## config.mk

```make
export PLATFORM = sky130hd
export DESIGN_NAME = dec_sync
export DESIGN_NICKNAME = d
export VERILOG_FILES = /design/src/rtl/dec_sync.sv
export SDC_FILE = /design/constraint.sdc
export NUM_CORES = 1
export LEC_CHECK = 0
export ABC_CLOCK_PERIOD_IN_PS = 2300
export CORE_MARGIN = 2
export CORE_UTILIZATION = 52
export DETAILED_ROUTE_END_ITERATION = 12
export PLACE_DENSITY_LB_ADDON = 0.1
export SYNTH_ARGS = -nofsm -noshare
export SYNTH_HDL_FRONTEND = slang
export SYNTH_SLANG_ARGS = --single-unit
```

## constraint.sdc

```tcl
create_clock -name clk -period 2.3 [get_ports clk]
set_clock_uncertainty 0.15 [all_clocks]
set_input_delay 0.575 -clock clk [delete_from_list [all_inputs] [get_ports clk]]
set_output_delay 0.575 -clock clk [all_outputs]
set_load 0.02 [all_outputs]
```

## src/rtl/dec_sync.sv

```systemverilog
// Clocked 2-to-4 decoder: rebuilds the request line from an encoded index,
// giving a one-cycle pulse, a HOLD-cycle stretched level and a saturating event count.
module dec_sync #(
    parameter int HOLD  = 3,
    parameter int CNT_W = 8
) (
    input  logic             clk,
    input  logic             rst,
    input  logic [1:0]       in_idx,
    input  logic             in_valid,
    output logic [3:0]       pulse,
    output logic [3:0]       out,
    output logic             active,
    output logic [CNT_W-1:0] evt_cnt
);

    localparam logic [3:0]       HOLD_C  = 4'(HOLD);
    localparam logic [CNT_W-1:0] CNT_MAX = {CNT_W{1'b1}};
    localparam logic [CNT_W-1:0] CNT_ONE = CNT_W'(1);

    logic [3:0]       dec_s;
    logic [3:0]       pulse_r;
    logic [3:0][3:0]  hold_cnt_r;
    logic [3:0]       out_s;
    logic [CNT_W-1:0] evt_cnt_r;

    // Index 00 is the highest-priority line 3, so the line number is 3 - in_idx.
    always_comb begin
        dec_s = 4'b0000;
        if (in_valid) begin
            dec_s = 4'b0001 << (2'd3 - in_idx);
        end else begin
            dec_s = 4'b0000;
        end
    end

    // One-cycle pulse register, one cycle behind the accepted event.
    always_ff @(posedge clk or posedge rst) begin
        if (rst) begin
            pulse_r <= 4'b0000;
        end else begin
            pulse_r <= dec_s;
        end
    end

    // Per-line hold counters: reload on an event, otherwise count down to zero.
    always_ff @(posedge clk or posedge rst) begin
        if (rst) begin
            hold_cnt_r <= '0;
        end else begin
            for (int i = 0; i < 4; i++) begin
                if (dec_s[i]) begin
                    hold_cnt_r[i] <= HOLD_C;
                end else if (hold_cnt_r[i] != 4'd0) begin
                    hold_cnt_r[i] <= hold_cnt_r[i] - 4'd1;
                end
            end
        end
    end

    // Saturating event counter; it never wraps back to zero.
    always_ff @(posedge clk or posedge rst) begin
        if (rst) begin
            evt_cnt_r <= '0;
        end else if (in_valid && (evt_cnt_r != CNT_MAX)) begin
            evt_cnt_r <= evt_cnt_r + CNT_ONE;
        end
    end

    // Stretched levels come only from register state, so they cannot glitch on inputs.
    always_comb begin
        out_s = 4'b0000;
        for (int i = 0; i < 4; i++) begin
            out_s[i] = (hold_cnt_r[i] != 4'd0);
        end
    end

    assign pulse   = pulse_r;
    assign out     = out_s;
    assign active  = |out_s;
    assign evt_cnt = evt_cnt_r;

endmodule

```

run_1/gates.png
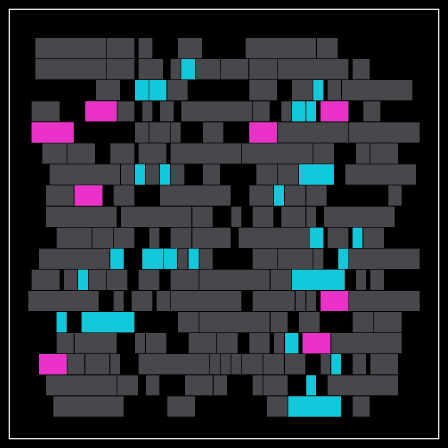
colour	family	cells	most used
magenta	mux cells	8	mux2i_1
cyan	nor cells	25	nor2_1

run_1/pinout.png
The bar under the picture is 20 um long. Pins as bars across the die edge, other pins in grey.
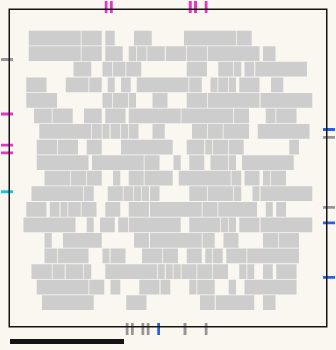
colour	port	pins	direction	edge
cyan	in_valid	1	input	left
magenta	evt_cnt	8	output	5 top, 3 left
blue	pulse	4	output	3 right, 1 bottom
all pins by edge	7 bottom, 5 left, 5 top, 5 right

==> summary.txt, run 1 <==
Summary of the current implementation state.

- The flow ran to the end, and the final reports show no timing, DRC or antenna violations.
- The top layer used by detailed routing is met4, for reference.
- Per the post-synthesis stats, the area per cell is around 11 um^2.
- The synthesis run shows multiplexers occupying between 6 and 7% of the cell area.
- In the final design database the tool counted 186 nets.
- From left edge to right edge, the die measures roughly 55 um.
- Per the layout report, the design carries approximately 190 filler cells.
- STA lists the startpoint of the worst register-to-register path as hold_cnt_r[12].
- The aoi/oai-family share of the synthesized area is under 10%, for reference.
- The category of the critical setup timing path is reg -> out, for reference.
- The post-route clock period utilization is 97.88%, for reference.
- In the final layout, flip-flops and latches take up between 30% and 40% of the cell area.
- The maximum fanout along the worst path is 3, for reference.
- For this design the total switching power over the nets is a little over 0.9 mW.
- The cell-mix breakdown from Yosys lists the adder-cell area share as approximately 4.6%.
- The post-CTS clock slew at the launch and capture registers of the worst setup and hold paths is 0.14 ns, for reference.
- Counting plain and timing-repair buffers in the layout gives approximately 43.
- For the worst flop-to-flop path, the logic depth is 8.
- The routed wire length is roughly 2.7 mm, for reference.
- The number of placed instances, taps included, is 194.
- The cell-mix breakdown from Yosys lists the XOR/XNOR area share as under 10%.
- The largest family of logic cells by area is simple AND/OR/NAND/NOR gates, for reference.
- The violation tally from detailed-route iteration zero is 16, for reference.
- Setup repair after global routing could not meet its margin everywhere.
- The highest supply drop recorded on VDD is roughly 0.84 mV.
- The nature of the critical path startpoint is a flip-flop, for reference.
- The tally of yosys warning messages is 0, for reference.
- The post-detailed-route via-to-cell ratio is 5.190, for reference.
- The report lists the number of cells resized after CTS as 18.
- The worst path required time is 1.57 ns, for reference.
- The met1 routed wirelength after detailed routing is approximately 1.2 mm, for reference.
- The floorplan report gives the top-level pin count as 22.
- The most critical hold endpoint after final layout shows a slack of about 0.38 ns.
- The sequential power is a little over 0.9 mW, for reference.
- The combinational share of power is 52.5%, for reference.
- Sorting the synthesized cells by area gives the leading types as dfrtp_1, ha_1, mux2i_1.
- Registers are responsible for between 30 and 40% of the overall power.
- The number of instances in the synthesized netlist is 130, for reference.
- The tree built by TritonCTS fans out to 28 sinks.
- The most common cell after layout, fill and taps aside is dfrtp_1, for reference.
- The tightest min-delay check is of the reg -> reg type.
- Walking the worst path, the cells encountered are inv_2, ha_4, nor3b_2, buf_4, nand4_1, buf_4.
- After layout, the worst setup slack is between 0.04 and 0.05 ns.
- Entering global routing, the biggest net connects 29 pins.
- The relative max-transition margin is 76.81%, for reference.
- The number of global-route vias before repair came to approximately 1.1k.
run_1/route_heat.png
The die is cut into 11 by 11 equal tiles; white is low, dark blue is high, scaled to the fullest tile. Values are wire area over tile area, all layers added.
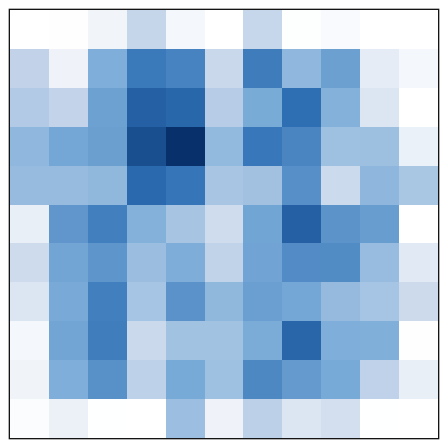
nearly empty tiles	12%
tiles over half the peak	33%
emptiest ninth of the die	upper right
mean over tiles	0.13
fullest tile	0.36
routed len/inst: 13.09 um
global-route total usage across every layer: 19.44%

run_1/clock_nets.png
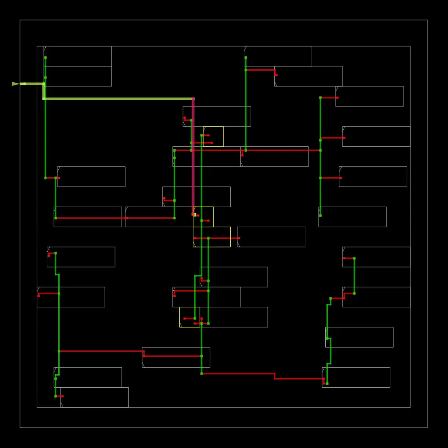
sequential cell count: 28
Clock net power: 0.236 mW

run_1/closeup.png
The bar under the picture is 5 um long. Region (18, 29) to (38, 49) um. Cells in grey, sequential cells in the stronger grey; small squares are vias.
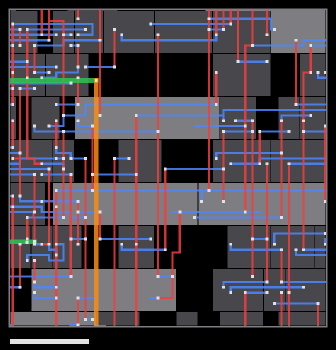

## Run 2: what changed since run 1
--- a/config.mk
+++ b/config.mk
@@ -6,8 +6,10 @@
 export NUM_CORES = 1
 export LEC_CHECK = 0
+export ABC_AREA = 1
 export ABC_CLOCK_PERIOD_IN_PS = 2300
 export CORE_MARGIN = 2
 export CORE_UTILIZATION = 52
 export DETAILED_ROUTE_END_ITERATION = 12
+export HOLD_SLACK_MARGIN = 0.06
 export PLACE_DENSITY_LB_ADDON = 0.1
 export SYNTH_ARGS = -nofsm -noshare
==> constraint.sdc (replaced) <==
create_clock -name clk -period 2.3 [get_ports clk]
set_clock_uncertainty 0.15 [all_clocks]
set_input_delay 0.23 -clock clk [delete_from_list [all_inputs] [get_ports clk]]
set_output_delay 0.23 -clock clk [all_outputs]
set_load 0.02 [all_outputs]
run_2/closeup.png
The bar under the picture is 5 um long. Region (18, 30) to (38, 50) um. Cells in grey, sequential cells in the stronger grey; small squares are vias.
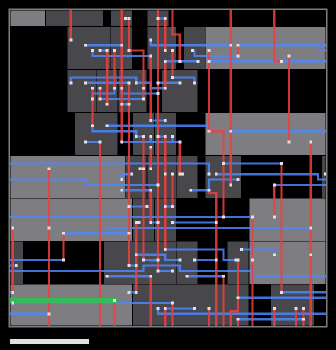
colour	layer
green	M3
blue	M1
red	M2
sequential cells in the window	7
cells with their middle in the window	30
netlist names of flops here include	hold_cnt_r (6), pulse (1)
most frequent	dfrtp_1 (7), inv_1 (6), nand2_1 (5)

run_2/gates.png
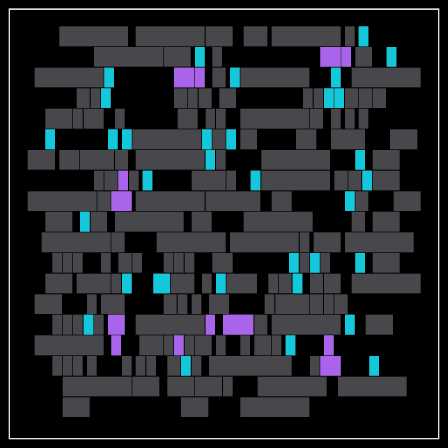
colour	family	cells	most used
purple	nor cells	13	nor2_1
cyan	inv cells	33	inv_1
Commonest Layout Cell: nand2_1
logic share of the area: 34.56%
Cell Count, Final, Fillers Out: 232

==> summary.txt, run 2 <==
Summary of the current implementation state.

- The all-layer global routing usage was 18.84% (-0.60 points).
- The power in the clock group is 0.326 mW (+38%), for reference.
- The met1 routed wirelength after detailed routing is 1.285 mm (+5.7%).
- The maximum fanout along the worst path is 4 (+1).
- In the setup report, the worst path falls into the class reg -> out.
- The number of buffers outside the clock class in the layout was 22 (-49%).
- According to the hold report, the worst path is of the in -> async type.
- The violation tally from detailed-route iteration zero was 34 (+18).
- The post-route clock period utilization is 93.57% (-4.3 points).
- The capture point of the critical path is out[3], for reference.
- The post-CTS clock slew at the launch and capture registers of the worst setup and hold paths is 0.16 ns (+0.02 ns), for reference.
- The mean area per synthesized cell is 8.147 um^2 (-22%).
- The pin count of the biggest net entering global routing is 29 (unchanged), for reference.
- The repair_antennas step left the layout with diodes totalling 0.
- The tally of yosys warning messages was 0 (unchanged).
- The aoi/oai-family share of the synthesized area is 3.839% (-2.4 points).
- The wire length per cell is 11.56 um (-12%), for reference.
- The worst path required time came to 1.92 ns (+0.35 ns).
- The final tally of setup violations is 0, for reference.
- STA classifies the critical path startpoint as a flip-flop.
- The gate-level netlist out of Yosys references 22 unique cell types.
- The sequential power is 0.775 mW (-15%), for reference.
- The post-cts repair resize count is 1 (-17).
- The largest family of logic cells by area is simple AND/OR/NAND/NOR gates, for reference.
- Setup repair after global routing left no endpoint under its margin.
- The multiplexer area fraction after synthesis came to 0% (-6.3 points).
- The adder-cell share of the synthesized area is 4.363% (-0.22 points), for reference.
- The depth of the worst register-to-register path was 8 (unchanged).
- The number of global-route vias before repair is 1116 (-1.4%), for reference.
- The peak ir drop on the vdd network is 0.7740 mV (-7.9%).
- For this design, Yosys synthesis ends with a cell count of approximately 180.
- The launch point of the worst register-to-register path is recorded as evt_cnt[0].
- Hold-check failures listed in the final report amount to 0.
- The post-detailed-route via-to-cell ratio is 4.922 (-5.2%), for reference.
- The report lists the cells along the critical path as inv_1, ha_1, nand3_1, clkdlybuf4s50_1.
- The sequential portion of the cell area was 40.40% (+1.8 points).
- The final net count is 212 (+14%), for reference.
- The run finished with clean final reports.
- The sequential fraction of design power is 38.9% (+1.1 points), for reference.
- For the worst-skew pair, the clock arrives at the later sink with an insertion delay of ~0.33 ns.
- The non-clock inverters instantiated in the layout total 33.
- The post-route worst setup slack is 0.1479 ns (+0.09915 ns), for reference.
- The number of instances in the synthesized netlist is 176 (+35%).
- The final-layout fill cell count is 248 (+33%), for reference.
- The highest metal layer carrying signal wires in the routed design is met4.
- The number of top-level pins was 22 (unchanged).
- The total net switching power is 0.7579 mW (-18%), for reference.
- Measured on the final layout, the clock distribution area share stands at under 10%.
- The main area contributors are dfrtp_1, nand2_1, inv_1.
run_2/pinout.png
The bar under the picture is 20 um long. Pins as bars across the die edge, other pins in grey.
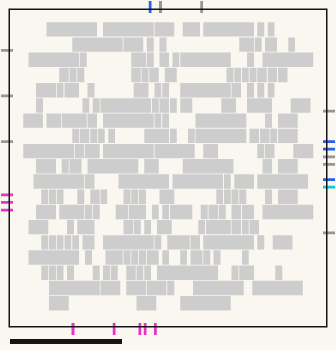
colour	port	pins	direction	edge
magenta	evt_cnt	8	output	5 bottom, 3 left
blue	pulse	4	output	3 right, 1 top
cyan	in_valid	1	input	right
all pins by edge	8 right, 6 left, 5 bottom, 3 top
die x size: 56.51 um
DIE HEIGHT: 56.51 um
number of port buffers: 21

run_2/clock_nets.png
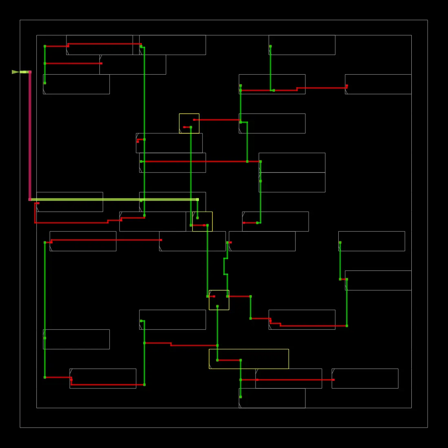

## Run 3: what changed since run 2
MAX_ROUTING_LAYER = met4   (was not set)
run_3/clock_nets.png
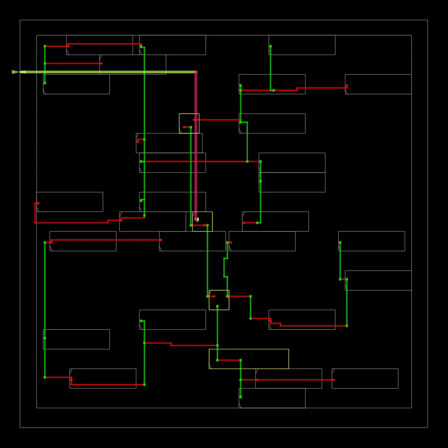
clock latency on the worst-skew pair: 0.33 ns
TritonCTS Sinks: 28
number of clock buffer instances in the layout: 3

run_3/route_heat.png
The die is cut into 11 by 11 equal tiles; white is low, dark blue is high, scaled to the fullest tile. Values are wire area over tile area, all layers added.
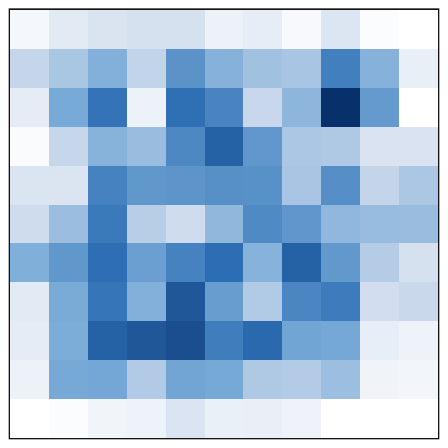
mean over tiles	0.13
nearly empty tiles	5.8%
tiles over half the peak	36%
emptiest ninth of the die	lower right
densest ninth of the die	centre
fullest tile	0.34
DR vias: 1140
routed len/inst: 11.56 um
global-route total usage across every layer: 19.37%
Post-Route WL: 2.682 mm

run_3/closeup.png
The bar under the picture is 5 um long. Region (18, 30) to (38, 50) um. Cells in grey, sequential cells in the stronger grey; small squares are vias.
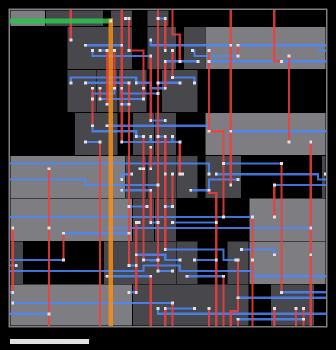
colour	layer
orange	M4
red	M2
blue	M1
green	M3
netlist names of flops here include	hold_cnt_r (6), pulse (1)
sequential cells in the window	7
most frequent	dfrtp_1 (7), inv_1 (6), nand2_1 (5)
cells with their middle in the window	30

==> summary.txt, run 3 <==
Summary of the current implementation state.

- The number of standard cells reported by yosys is 176 (unchanged).
- The horizontal extent of the die is 56.51 um (unchanged).
- The sequential portion of the cell area is 40.40% (unchanged).
- The sequential power is 0.775 mW (about the same).
- Ranked by total cell area, the synthesized netlist is headed by dfrtp_1, nand2_1, inv_1.
- The total net switching power was 0.7580 mW (about the same).
- The post-route clock period utilization is 93.58% (about the same).
- The post-cts repair resize count is 1 (unchanged), for reference.
- The number of instances in the synthesized netlist was 176 (unchanged).
- The pin count of the biggest net entering global routing is 29 (unchanged), for reference.
- The number of top-level pins was 22 (unchanged).
- The chip height is 56.51 um (unchanged), for reference.
- The power in the clock group is 0.326 mW (about the same), for reference.
- The worst path required time was 1.92 ns (about the same).
- The number of global-route vias before repair is 1117 (+0.090%), for reference.
- The run finished with clean final reports.
- In this run the critical register-to-register path is launched from evt_cnt[0].
- The post-layout instance count excluding filler cells came to 232 (unchanged).
- The depth of the worst register-to-register path was 8 (unchanged).
- The count of inverters not on the clock network in the layout is 33 (unchanged), for reference.
- The mean area per synthesized cell is 8.147 um^2 (unchanged), for reference.
- The category of the critical setup timing path is reg -> out, for reference.
- The number of buffers outside the clock class in the layout is 22 (unchanged).
- Per the cell usage report, the commonest logic cell in the layout is nand2_1.
- The tally of yosys warning messages came to 0 (unchanged).
- Traced cell by cell, the critical path runs through inv_1, ha_1, nand3_1, clkdlybuf4s50_1.
- The maximum fanout along the worst path is 4 (unchanged).
- The violation tally from detailed-route iteration zero is 32 (-5.9%).
No activity file was given, so power comes from the tool's default toggle rates.
